$ cat src/rtl/dtc_phase_sequencer.sv
// Phase sequencer for the DTC front end: plays one-hot, guarded phase pulses
// d[N_PHASE-1:0] from a configuration latched when a start request is accepted.
module dtc_phase_sequencer #(
    parameter int N_PHASE = 4,
    parameter int DWELL_W = 8,
    parameter int REP_W   = 4
) (
    input  logic                       clk,
    input  logic                       rst,
    input  logic                       start,
    input  logic                       abort,
    input  logic [N_PHASE-1:0]         cfg_mask,
    input  logic [DWELL_W-1:0]         cfg_dwell,
    input  logic [REP_W-1:0]           cfg_reps,
    output logic [N_PHASE-1:0]         d,
    output logic [$clog2(N_PHASE)-1:0] phase_idx,
    output logic [REP_W-1:0]           pass_cnt,
    output logic                       busy,
    output logic                       done,
    output logic                       err
);
    localparam int IDX_W = $clog2(N_PHASE);

    typedef enum logic [2:0] {
        S_IDLE,
        S_SETTLE,
        S_DRIVE,
        S_GAP,
        S_DONE
    } state_t;

    state_t               r_state;
    logic [N_PHASE-1:0]   r_mask;
    logic [DWELL_W-1:0]   r_dwell;
    logic [REP_W-1:0]     r_reps;
    logic [DWELL_W-1:0]   r_cnt;
    logic [IDX_W-1:0]     r_idx;
    logic [REP_W-1:0]     r_pass;
    logic [N_PHASE-1:0]   r_d;
    logic [IDX_W-1:0]     r_phase_idx;
    logic                 r_busy;
    logic                 r_done;
    logic                 r_err;

    state_t               w_state_next;
    logic [N_PHASE-1:0]   w_mask_next;
    logic [DWELL_W-1:0]   w_dwell_next;
    logic [REP_W-1:0]     w_reps_next;
    logic [DWELL_W-1:0]   w_cnt_next;
    logic [IDX_W-1:0]     w_idx_next;
    logic [REP_W-1:0]     w_pass_next;
    logic [N_PHASE-1:0]   w_d_next;
    logic                 w_err_next;
    logic [IDX_W-1:0]     w_lo_idx;
    logic [IDX_W-1:0]     w_hi_idx;
    logic                 w_hi_found;

    // Lowest enabled phase, and lowest enabled phase above the current one.
    always_comb begin
        w_lo_idx   = '0;
        w_hi_idx   = '0;
        w_hi_found = 1'b0;
        for (int k = N_PHASE - 1; k >= 0; k--) begin
            if (r_mask[k]) begin
                w_lo_idx = IDX_W'(k);
                if (k > int'(r_idx)) begin
                    w_hi_idx   = IDX_W'(k);
                    w_hi_found = 1'b1;
                end
            end
        end
    end

    always_comb begin
        w_state_next = r_state;
        w_mask_next  = r_mask;
        w_dwell_next = r_dwell;
        w_reps_next  = r_reps;
        w_cnt_next   = r_cnt;
        w_idx_next   = r_idx;
        w_pass_next  = r_pass;
        w_err_next   = 1'b0;
        case (r_state)
            S_IDLE: begin
                if (start) begin
                    if (|cfg_mask) begin
                        w_mask_next  = cfg_mask;
                        w_dwell_next = cfg_dwell;
                        w_reps_next  = cfg_reps;
                        w_pass_next  = '0;
                        w_state_next = S_SETTLE;
                    end else begin
                        w_err_next = 1'b1;
                    end
                end
            end
            S_SETTLE: begin
                w_idx_next   = w_lo_idx;
                w_cnt_next   = r_dwell;
                w_state_next = S_DRIVE;
            end
            S_DRIVE: begin
                if (r_cnt == '0) begin
                    w_state_next = S_GAP;
                end else begin
                    w_cnt_next = r_cnt - 1'b1;
                end
            end
            S_GAP: begin
                if (w_hi_found) begin
                    w_idx_next   = w_hi_idx;
                    w_cnt_next   = r_dwell;
                    w_state_next = S_DRIVE;
                end else if (r_pass < r_reps) begin
                    w_pass_next  = r_pass + 1'b1;
                    w_idx_next   = w_lo_idx;
                    w_cnt_next   = r_dwell;
                    w_state_next = S_DRIVE;
                end else begin
                    w_state_next = S_DONE;
                end
            end
            S_DONE: begin
                w_state_next = S_IDLE;
            end
            default: begin
                w_state_next = S_IDLE;
            end
        endcase

        // Abort drops everything back to the reset picture, including latched config.
        if (abort && r_state != S_IDLE) begin
            w_state_next = S_IDLE;
            w_mask_next  = '0;
            w_dwell_next = '0;
            w_reps_next  = '0;
            w_cnt_next   = '0;
        end
        if (w_state_next == S_IDLE) begin
            w_idx_next  = '0;
            w_pass_next = '0;
        end

        w_d_next = '0;
        if (w_state_next == S_DRIVE) begin
            w_d_next[w_idx_next] = 1'b1;
        end
    end

    always_ff @(posedge clk or posedge rst) begin
        if (rst) begin
            r_state     <= S_IDLE;
            r_mask      <= '0;
            r_dwell     <= '0;
            r_reps      <= '0;
            r_cnt       <= '0;
            r_idx       <= '0;
            r_pass      <= '0;
            r_d         <= '0;
            r_phase_idx <= '0;
            r_busy      <= 1'b0;
            r_done      <= 1'b0;
            r_err       <= 1'b0;
        end else begin
            r_state     <= w_state_next;
            r_mask      <= w_mask_next;
            r_dwell     <= w_dwell_next;
            r_reps      <= w_reps_next;
            r_cnt       <= w_cnt_next;
            r_idx       <= w_idx_next;
            r_pass      <= w_pass_next;
            r_d         <= w_d_next;
            r_phase_idx <= (w_state_next == S_DRIVE) ? w_idx_next : '0;
            r_busy      <= (w_state_next == S_SETTLE) || (w_state_next == S_DRIVE) ||
                           (w_state_next == S_GAP);
            r_done      <= (w_state_next == S_DONE);
            r_err       <= w_err_next;
        end
    end

    assign d         = r_d;
    assign phase_idx = r_phase_idx;
    assign pass_cnt  = r_pass;
    assign busy      = r_busy;
    assign done      = r_done;
    assign err       = r_err;

endmodule

$ cat config.mk
export PLATFORM = sky130hd
export DESIGN_NAME = dtc_phase_sequencer
export DESIGN_NICKNAME = d
export VERILOG_FILES = /design/src/rtl/dtc_phase_sequencer.sv
export SDC_FILE = /design/constraint.sdc
export NUM_CORES = 1
export LEC_CHECK = 0
export CAP_MARGIN = 20
export CORE_UTILIZATION = 35
export CTS_CLUSTER_DIAMETER = 30
export DETAILED_ROUTE_END_ITERATION = 12
export SLEW_MARGIN = 20
export SYNTH_ARGS = -nofsm -noshare
export SYNTH_HDL_FRONTEND = slang
export SYNTH_SLANG_ARGS = --single-unit
$ cat constraint.sdc
create_clock -name clk -period 2.23 [get_ports clk]
set_clock_uncertainty 0.1 [all_clocks]
set_input_delay 0.446 -clock clk [delete_from_list [all_inputs] [get_ports clk]]
set_output_delay 0.446 -clock clk [all_outputs]
set_load 0.01 [all_outputs]
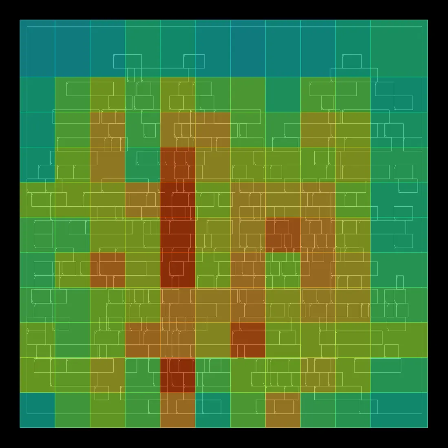
(routing congestion map)
met3 Usage GRT: 0.0341
met2 GRT Util: 0.290
GRT Overall Usage: 0.172
GRT Max-Usage Layer: met2
final core utilization: 0.502

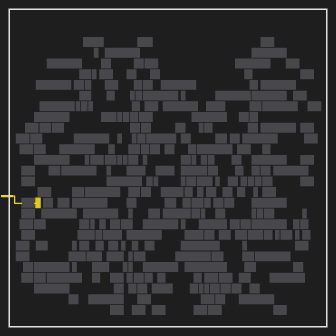
(wires at chosen ports, followed through buffers)
legend:
  `rst`:
    color: yellow
    bits: 1
    direction: input
    edge: left
    end_cells: 1
    buffers: 1
    wire: 5.00 microns
I/O pin count: 33
Port-buffer cells: 32

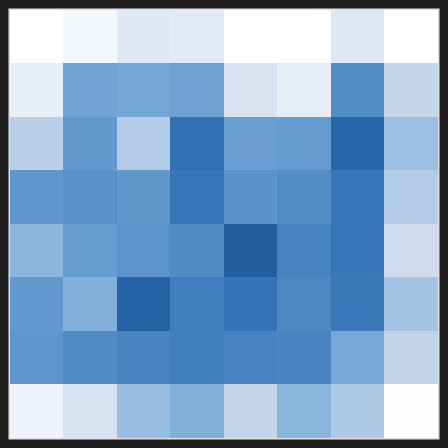
(cell area per tile)
The die is cut into 8 by 8 equal tiles; white is low, dark blue is high, 0 to 100% covered.
emptiest ninth of the die: top left
densest ninth of the die: middle
mean over tiles: 45%
fullest tile: 82%
nearly empty tiles: 7.8%
tiles over 75% full: 4.7%
total core area: 5920 sq um
Initial Utilization: 0.362

==> results.yml <==
# implementation run metrics
status:
  status: "finished with violations"
  violations: "setup timing"
yosys:
  flop_cell: "dfrtp_1"
  syn_area_sq_um: 2140
  syn_nets: 222
  yosys_cells: 197
  numSynthFlops: 42
detailed_routing:
  viasPerCell: 5.12
  wl_met1_microns: 2340
  vias: 1775
  ant_nets: 0
setup_path:
  worstReg2RegStart: "pass_cnt[1]"
  r2r_end: "r_cnt[2]"
  cp.required_ns: 2.31
  crit_type: "reg -> reg"
  endpoint_kind: "flop"
  crit_path_end: "r_cnt[2]"
  crit_arrival_ns: 2.35
final_timing:
  setup_viol: 7
  period_needed_ns: 2.27
  postLayoutSetupSlackWorst_ns: -0.0388
  tns_ns: -0.192
  period_used_share: 1.02
  max_freq_ghz: 0.441
die:
  n_tap_cell: 75
  die-width_microns: 80.2
finish:
  sh_comb_area: 0.344
  fin_cells: 347
  areaGrowthSynthToFinish_pct: 38.9
  nonClkBufAreaFrac: 0.219
  nNonClkInverters: 12
  seq_cells: 42
  largestRegisters: "r_cnt (8), r_dwell (8)"
flow_run:
  max_cap_violations: 0
  warning_count: 28
placement:
  dp.cells: 334
pwr:
  p_leak_nw: 1.38
  p_comb_mw: 1.91
  power.total_mw: 3.71
  p_comb_frac: 0.515
  power_switching_mw: 1.38
cts:
  cts_buffer_depth: 2
  cts.sinks: 42
  tritoncts: "done"
min_path:
  holdPathStages: 1
  min_to: "r_reps[0]"
grt:
  gr-total-overflow: 0
cell families after synthesis:
| logic type | count (synthesis) | share of synthesized area |
|---|---|---|
| compound gates | 54 | 0.219 |
| mux | 2 | 0.0123 |
| flops | 42 | 0.491 |
| simple gates | 74 | 0.206 |
| xor+xnor | 1 | 0.00409 |
| buf+inv | 19 | 0.0386 |
| fa+ha+maj | 5 | 0.0292 |
cell usage in the layout, fill, tap and decap left out, types with 3 or more instances in the layout:
master           instances
clkbuf_8                 5
inv_1                   12
a221o_1                  5
dfrtp_1                 42
nor2b_1                  4
a21oi_1                  5
o21ai_0                  5
nand2b_1                 7
nor2_2                   4
nor4_1                   3
and3_1                   3
nand2_1                 12
nor2_1                  14
clkdlybuf4s50_1         32
a211o_1                  3
and2_1                   3
buf_4                   40
ha_1                     4
nor3_1                   5
a22o_1                  18
No activity file was given, so power comes from the tool's default toggle rates.
